==> src/rtl/decoder_fsm_pkg.sv <==
// Shared constants for the 64b/66b RX control FSM: block type codes, state encodings
// and the CGMII replacement words (LBLOCK_R / EBLOCK_R).
package decoder_fsm_pkg;

    localparam logic [3:0] TYPE_D = 4'b1000;
    localparam logic [3:0] TYPE_S = 4'b0100;
    localparam logic [3:0] TYPE_C = 4'b0010;
    localparam logic [3:0] TYPE_T = 4'b0001;
    localparam logic [3:0] TYPE_E = 4'b0000;

    typedef enum logic [4:0] {
        RX_INIT = 5'b10000,
        RX_C    = 5'b01000,
        RX_D    = 5'b00100,
        RX_T    = 5'b00010,
        RX_E    = 5'b00001
    } rx_state_e;

    localparam logic [7:0] CHAR_IDLE  = 8'h07;
    localparam logic [7:0] CHAR_ERROR = 8'hFE;
    localparam logic [7:0] CHAR_SEQ   = 8'h9C;

    // Local fault ordered set on both halves of the word.
    localparam logic [63:0] LBLOCK_R_DATA = {CHAR_SEQ, 24'h000001, CHAR_SEQ, 24'h000001};
    localparam logic [7:0]  LBLOCK_R_CTRL = 8'h88;
    localparam logic [63:0] EBLOCK_R_DATA = {8{CHAR_ERROR}};
    localparam logic [7:0]  EBLOCK_R_CTRL = 8'hFF;

    // A terminate block is only legal when the next block starts a packet or is control.
    function automatic logic is_tok(input logic [3:0] cur, input logic [3:0] nxt);
        return (cur == TYPE_T) && ((nxt == TYPE_S) || (nxt == TYPE_C));
    endfunction

endpackage

==> src/rtl/decoder_fsm_rx_block_stage.sv <==
// One-deep lookahead register holding the block currently under evaluation.
// A flush empties the stage and takes priority over a load.
module decoder_fsm_rx_block_stage
    import decoder_fsm_pkg::*;
#(
    parameter int unsigned NB_DATA = 64,
    parameter int unsigned NB_CTRL = 8
) (
    input  logic               i_clock,
    input  logic               i_reset,
    input  logic               i_load,
    input  logic               i_flush,
    input  logic [3:0]         i_type,
    input  logic [NB_DATA-1:0] i_data,
    input  logic [NB_CTRL-1:0] i_ctrl,
    output logic               o_full,
    output logic [3:0]         o_type,
    output logic [NB_DATA-1:0] o_data,
    output logic [NB_CTRL-1:0] o_ctrl
);

    logic               r_full;
    logic [3:0]         r_type;
    logic [NB_DATA-1:0] r_data;
    logic [NB_CTRL-1:0] r_ctrl;

    always_ff @(posedge i_clock) begin
        if (i_reset) begin
            r_full <= 1'b0;
            r_type <= TYPE_E;
            r_data <= '0;
            r_ctrl <= '0;
        end else if (i_flush) begin
            r_full <= 1'b0;
        end else if (i_load) begin
            r_full <= 1'b1;
            r_type <= i_type;
            r_data <= i_data;
            r_ctrl <= i_ctrl;
        end
    end

    assign o_full = r_full;
    assign o_type = r_type;
    assign o_data = r_data;
    assign o_ctrl = r_ctrl;

endmodule

==> src/rtl/decoder_fsm.sv <==
// RX 64b/66b block-sequence checker: validates block types with one block of lookahead
// and emits decoded, EBLOCK_R or LBLOCK_R words. RX_ERR_COUNTER_EN adds o_err_count.
module decoder_fsm
    import decoder_fsm_pkg::*;
#(
    parameter int unsigned NB_DATA    = 64,
    parameter int unsigned NB_CTRL    = 8,
    parameter int unsigned NB_ERR_CNT = 16
) (
    input  logic               i_clock,
    input  logic               i_reset,
    input  logic               i_enable,
    input  logic               i_valid,
    input  logic [3:0]         i_rx_type,
    input  logic [NB_DATA-1:0] i_rx_data,
    input  logic [NB_CTRL-1:0] i_rx_ctrl,
    input  logic               i_block_lock,
    input  logic               i_hi_ber,
    output logic [NB_DATA-1:0] o_rx_data,
    output logic [NB_CTRL-1:0] o_rx_ctrl,
    output logic               o_valid
`ifdef RX_ERR_COUNTER_EN
    ,
    output logic [NB_ERR_CNT-1:0] o_err_count
`endif
);

    rx_state_e          r_state;
    rx_state_e          w_next_state;
    logic               w_accept;
    logic               w_lost;
    logic               w_stage_full;
    logic [3:0]         w_stage_type;
    logic [NB_DATA-1:0] w_stage_data;
    logic [NB_CTRL-1:0] w_stage_ctrl;
    logic [NB_DATA-1:0] w_dec_data;
    logic [NB_CTRL-1:0] w_dec_ctrl;
    logic               w_emit;
    logic [NB_DATA-1:0] r_rx_data;
    logic [NB_CTRL-1:0] r_rx_ctrl;
    logic               r_valid;

    assign w_accept = i_enable && i_valid;
    assign w_lost   = !i_block_lock || i_hi_ber;
    assign w_emit   = w_accept && (w_lost || w_stage_full);

    decoder_fsm_rx_block_stage #(
        .NB_DATA (NB_DATA),
        .NB_CTRL (NB_CTRL)
    ) u_stage (
        .i_clock (i_clock),
        .i_reset (i_reset),
        .i_load  (w_accept),
        .i_flush (w_accept && w_lost),
        .i_type  (i_rx_type),
        .i_data  (i_rx_data),
        .i_ctrl  (i_rx_ctrl),
        .o_full  (w_stage_full),
        .o_type  (w_stage_type),
        .o_data  (w_stage_data),
        .o_ctrl  (w_stage_ctrl)
    );

    always_ff @(posedge i_clock) begin
        if (i_reset) begin
            r_state <= RX_INIT;
        end else if (w_accept) begin
            r_state <= w_next_state;
        end
    end

    always_comb begin
        w_next_state = r_state;
        if (w_lost) begin
            w_next_state = RX_INIT;
        end else if (w_stage_full) begin
            unique case (r_state)
                RX_INIT, RX_C, RX_T: begin
                    if (w_stage_type == TYPE_C)      w_next_state = RX_C;
                    else if (w_stage_type == TYPE_S) w_next_state = RX_D;
                    else                             w_next_state = RX_E;
                end
                RX_D: begin
                    if (w_stage_type == TYPE_D)                   w_next_state = RX_D;
                    else if (is_tok(w_stage_type, i_rx_type))     w_next_state = RX_T;
                    else                                          w_next_state = RX_E;
                end
                RX_E: begin
                    if (w_stage_type == TYPE_D)                   w_next_state = RX_D;
                    else if (is_tok(w_stage_type, i_rx_type))     w_next_state = RX_T;
                    else if (w_stage_type == TYPE_C)              w_next_state = RX_C;
                    else                                          w_next_state = RX_E;
                end
                default: w_next_state = RX_E;
            endcase
        end
    end

    always_comb begin
        w_dec_data = w_stage_data;
        w_dec_ctrl = w_stage_ctrl;
        if (w_lost) begin
            w_dec_data = LBLOCK_R_DATA;
            w_dec_ctrl = LBLOCK_R_CTRL;
        end else if (w_next_state == RX_E) begin
            w_dec_data = EBLOCK_R_DATA;
            w_dec_ctrl = EBLOCK_R_CTRL;
        end
    end

    always_ff @(posedge i_clock) begin
        if (i_reset) begin
            r_rx_data <= LBLOCK_R_DATA;
            r_rx_ctrl <= LBLOCK_R_CTRL;
            r_valid   <= 1'b0;
        end else begin
            r_valid <= w_emit;
            if (w_emit) begin
                r_rx_data <= w_dec_data;
                r_rx_ctrl <= w_dec_ctrl;
            end
        end
    end

    assign o_rx_data = r_rx_data;
    assign o_rx_ctrl = r_rx_ctrl;
    assign o_valid   = r_valid;

`ifdef RX_ERR_COUNTER_EN
    logic [NB_ERR_CNT-1:0] r_err_count;

    always_ff @(posedge i_clock) begin
        if (i_reset) begin
            r_err_count <= '0;
        end else if (w_accept && !w_lost && w_stage_full && (w_next_state == RX_E)
                     && (r_err_count != '1)) begin
            r_err_count <= r_err_count + 1'b1;
        end
    end

    assign o_err_count = r_err_count;
`endif

endmodule

==> config.mk <==
export PLATFORM = sky130hd
export DESIGN_NAME = decoder_fsm
export DESIGN_NICKNAME = d
export VERILOG_FILES = /design/src/rtl/decoder_fsm_pkg.sv /design/src/rtl/decoder_fsm_rx_block_stage.sv /design/src/rtl/decoder_fsm.sv
export SDC_FILE = /design/constraint.sdc
export NUM_CORES = 1
export LEC_CHECK = 0
export ABC_AREA = 1
export CORE_ASPECT_RATIO = 0.6
export CORE_MARGIN = 4
export CORE_UTILIZATION = 30
export CTS_CLUSTER_DIAMETER = 50
export DETAILED_ROUTE_END_ITERATION = 12
export PLACE_DENSITY = 0.54
export SYNTH_ARGS = -nofsm -noshare
export SYNTH_HDL_FRONTEND = slang
export SYNTH_SLANG_ARGS = --single-unit
==> constraint.sdc <==
create_clock -name i_clock -period 2.2 [get_ports i_clock]
set_input_delay 0.44 -clock i_clock [delete_from_list [all_inputs] [get_ports i_clock]]
set_output_delay 0.44 -clock i_clock [all_outputs]
set_load 0.02 [all_outputs]
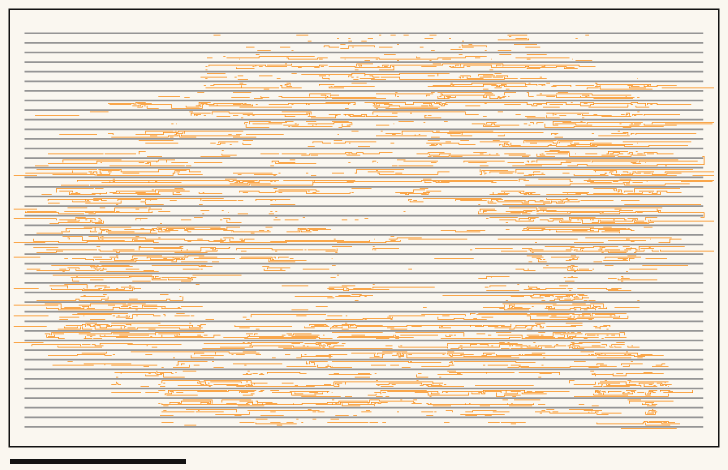
**Above:** met1 routing.
Scale bar: 50 um. Supply wires on this layer in gray.
nets with wire on the layer: 957
wire length on this layer: 10100 um
share of all routed wire: 51%
main direction: horizontal
longest straight run: 50.1 um
global routing met1 resource utilization: 0.225
drt total wl: 19900 um

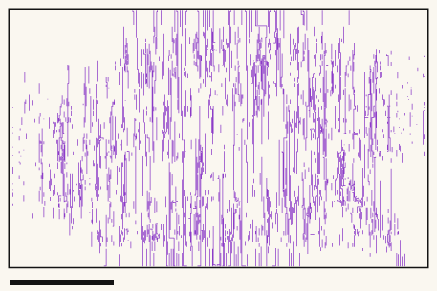
**Above:** the metal 2 layer.
Scale bar: 50 um.
nets with wire on the layer: 805
longest straight run: 66.0 um
number of vias after detailed routing: 5902
met2 usage: 0.242

==> notes.md <==
Figures from the implementation reports.

- The number of cells in the yosys synthesis report reads approximately 830.
- The net switching power of the design is 0.00148 W.
- In the hold timing report, the worst path depth is 2.
- The logic depth of the worst register-to-register path reads 11.
- For the completed layout, the total cell area is recorded as between 9000 and 10000 sq um.
- In the final report, the number of endpoints failing setup comes to 0.
- The power density of the placed cells reads around 700 nW/um^2.
- The number of setup buffers added after CTS is 0.
- The worst slack after detailed placement reads -0.140 ns.
- Leaving out fill and tap cells, the most frequent cells in the layout are nor2_1, nand2_1, dfxtp_1.
- The iteration count of the initial detailed-routing pass reads 5.
- The clock edge transition at the registers on the reported setup and hold paths is around 0.06 ns.
- The hold buffer count at cts reads 0.
- The endpoint of the most critical register-to-register path reads o_rx_data[13]$_SDFFE_PP0P_.
- The worst setup path startpoint is o_rx_data[14]$_SDFFE_PP0P_.
- The fraction of layout cells with a size suffix above 1 reads 0.193.
- The level count of the clock H-tree is 4.
- The global-route wire length before repair reads roughly 32000 um.
- Endpoints failing hold in the final report were tallied at 0.
- The post-DP HPWL is roughly 13000 um.
- The total length of routed met3 wires reads ~1200 um.
- The worst supply voltage drop on vdd reads ~0.48 mV.
- The buffer-and-inverter tally for the worst setup path is 1.
- The clock tree root driver cell reads clkbuf_16.
- The detailed router reports a met2 wire length of approximately 8400 um.
- The violation count after the first detailed-routing iteration is 312.
- The post-synthesis average cell area reads 8.04 sq um.
- The shortest period the worst path allows is about 1.9 ns.
- The maximum cell stage delay along the critical path is 0.65 ns.
- The TritonCTS buffer count reads 17.
- The leakage component of the power is approximately 3.6 nW.
- The startpoint identified for the worst hold timing path is u_stage.o_data[59]$_SDFFE_PP0P_.
- The number of warnings in the stage logs reads 26.
- The power report attributes to the combinational group a share of 0.088.
- The proportion of total power due to net switching reads 0.227.
- The register cell area after layout reads ~3100 sq um.
- The setup check on the worst reg-to-reg path leaves a slack of approximately 0.34 ns.
- The cell area after technology mapping reads 6680 sq um.
- For this run, the chip area from Yosys synthesis comes to between 6000 and 7000 sq um.
- The largest power group is the clock network.
- The post-detailed-route wirelength per cell reads around 16 um.
- The die is 201 um wide.
- The power dissipated in the clock network is between 0.003 and 0.004 W.
- The antenna violation net count after detailed routing is 0.
- The most critical setup path has its endpoint at o_rx_data[14].
- Summed over all combinational cells, the power is between 0.0005 and 0.0006 W.
- The power report lists cell-internal power as between 0.005 and 0.006 W.
- The count of boundary I/O pins is around 160.
- The worst reg2reg path startpoint reads u_stage.o_type[1]$_SDFFE_PP0P_.
- The critical path's slowest cell reads clkdlybuf4s50_1.
- The gate count after technology mapping is between 800 and 900.
- The critical path launch point type is a register.
- The register area share after synthesis reads 0.465.
- Counting along the longest clock path gives a buffer depth of 2.
- Global route summary, busiest routing layer listed as met2.
- The path type of the worst setup path reads register to output port.
- The number of gates on the worst path with buffers counted reads 1.
- The number of global-route vias before repair came to 5840.
- The part of the power in registers reads 0.444.
- The run finished with clean final reports.
- The area growth from synthesis to layout is 39.8%.
- The final standard cell utilization of the core is 0.435.
- Per the layout report, the design carries approximately 2200 filler cells.
- The initial antenna violation count is 1.
- The fraction of the mapped netlist area in compound gates reads 0.257.
- The skew report gives the latency at the later pin of the worst-skew pair as approximately 0.42 ns.
- In the post-route analysis, the smallest setup slack over all paths is 0.281 ns.
- The final-stage net count is roughly 1100.
- Entering global routing, the biggest net connects roughly 67 pins.
- The unique cell type count in the Yosys netlist is 28.
- The commonest non-fill, non-tap cell in the layout is nor2_1.
- The number of sinks on the clock net reads about 160.
- The area inside the core boundary reads 21400 sq um.
- The overall die area reads 24800 sq um.
- The synthesized netlist net count is 912.
- The height of the die reads around 120 um.
- The top routing layer in use reads met5.
- The part of the cycle the worst path needs reads 0.872.
- The min-delay analysis places its worst path in the category register to register.
- The number of DRC violations after detailed routing reads 0.
- The count of state elements after synthesis is 155.
- The tightest slew margin relative to the limit reads 0.690.
- After its last routability iteration, the placer logged a weighted congestion of between 0.7 and 0.8.
- Max fanout on the critical path was recorded as 2.
- The transition time at the pin with the least slew margin reads ~0.47 ns.
- The adder-cell share of the synthesized area is 0.
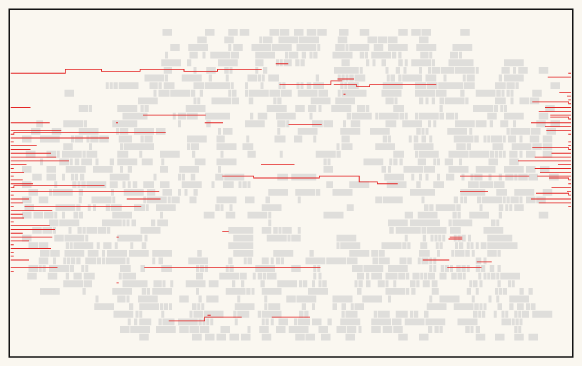
**Above:** metal 3.
wire length on this layer: 1190 um
share of all routed wire: 6.0%
nets with wire on the layer: 86
met3 track demand over resource in global routing: 0.0522

[metrics by stage]
step	TNS [ns]	hold slack (ns)	cells	power, W
finish	0	0.452	1268	0.00652
global route	0	0.470	1267	0.00679
CTS	0	0.456	1267	0.00661
detailed placement	-6.80	0.446	1237	0.00354
global placement	-4.66	0.434	1237	0.00354
floorplan	0	0.425	830	0.00324
[final cells by class]
class,instances,share of cell area
flip-flops and latches,155,0.332
clock buffers,23,0.0523
well taps,279,0.0374
repair buffers,187,0.214
diodes,1,0.000268
clock inverters,7,0.0122
inverters,26,0.0105
multi-input cells,590,0.341
[synth_stat cells]
| cell | number | area share |
|---|---|---|
| nand3_1 | 19 | 0.014 |
| o21bai_2 | 50 | 0.084 |
| nor2_4 | 2 | 0.0034 |
| nor3_1 | 2 | 0.0015 |
| inv_2 | 8 | 0.0045 |
| nand3_2 | 2 | 0.0030 |
| o21ai_0 | 80 | 0.060 |
| buf_6 | 11 | 0.019 |
| buf_2 | 9 | 0.0067 |
| nand4_1 | 3 | 0.0028 |
| nand2_2 | 2 | 0.0019 |
| inv_1 | 16 | 0.0090 |
| a211oi_1 | 1 | 0.0011 |
| nand2_4 | 1 | 0.0017 |
| o22ai_2 | 10 | 0.019 |
| dfxtp_1 | 155 | 0.46 |
| buf_4 | 1 | 0.0011 |
| o21bai_1 | 4 | 0.0045 |
| o211ai_1 | 1 | 0.0011 |
| a21oi_2 | 48 | 0.063 |
| nor2_2 | 1 | 0.00094 |
| buf_1 | 4 | 0.0022 |
| nand2_1 | 165 | 0.093 |
| nor2_1 | 167 | 0.094 |
| o21ai_1 | 1 | 0.00075 |
| a21oi_1 | 31 | 0.023 |
| clkbuf_1 | 34 | 0.019 |
| clkinv_1 | 2 | 0.0011 |
Power is estimated from default activity; no workload was simulated.
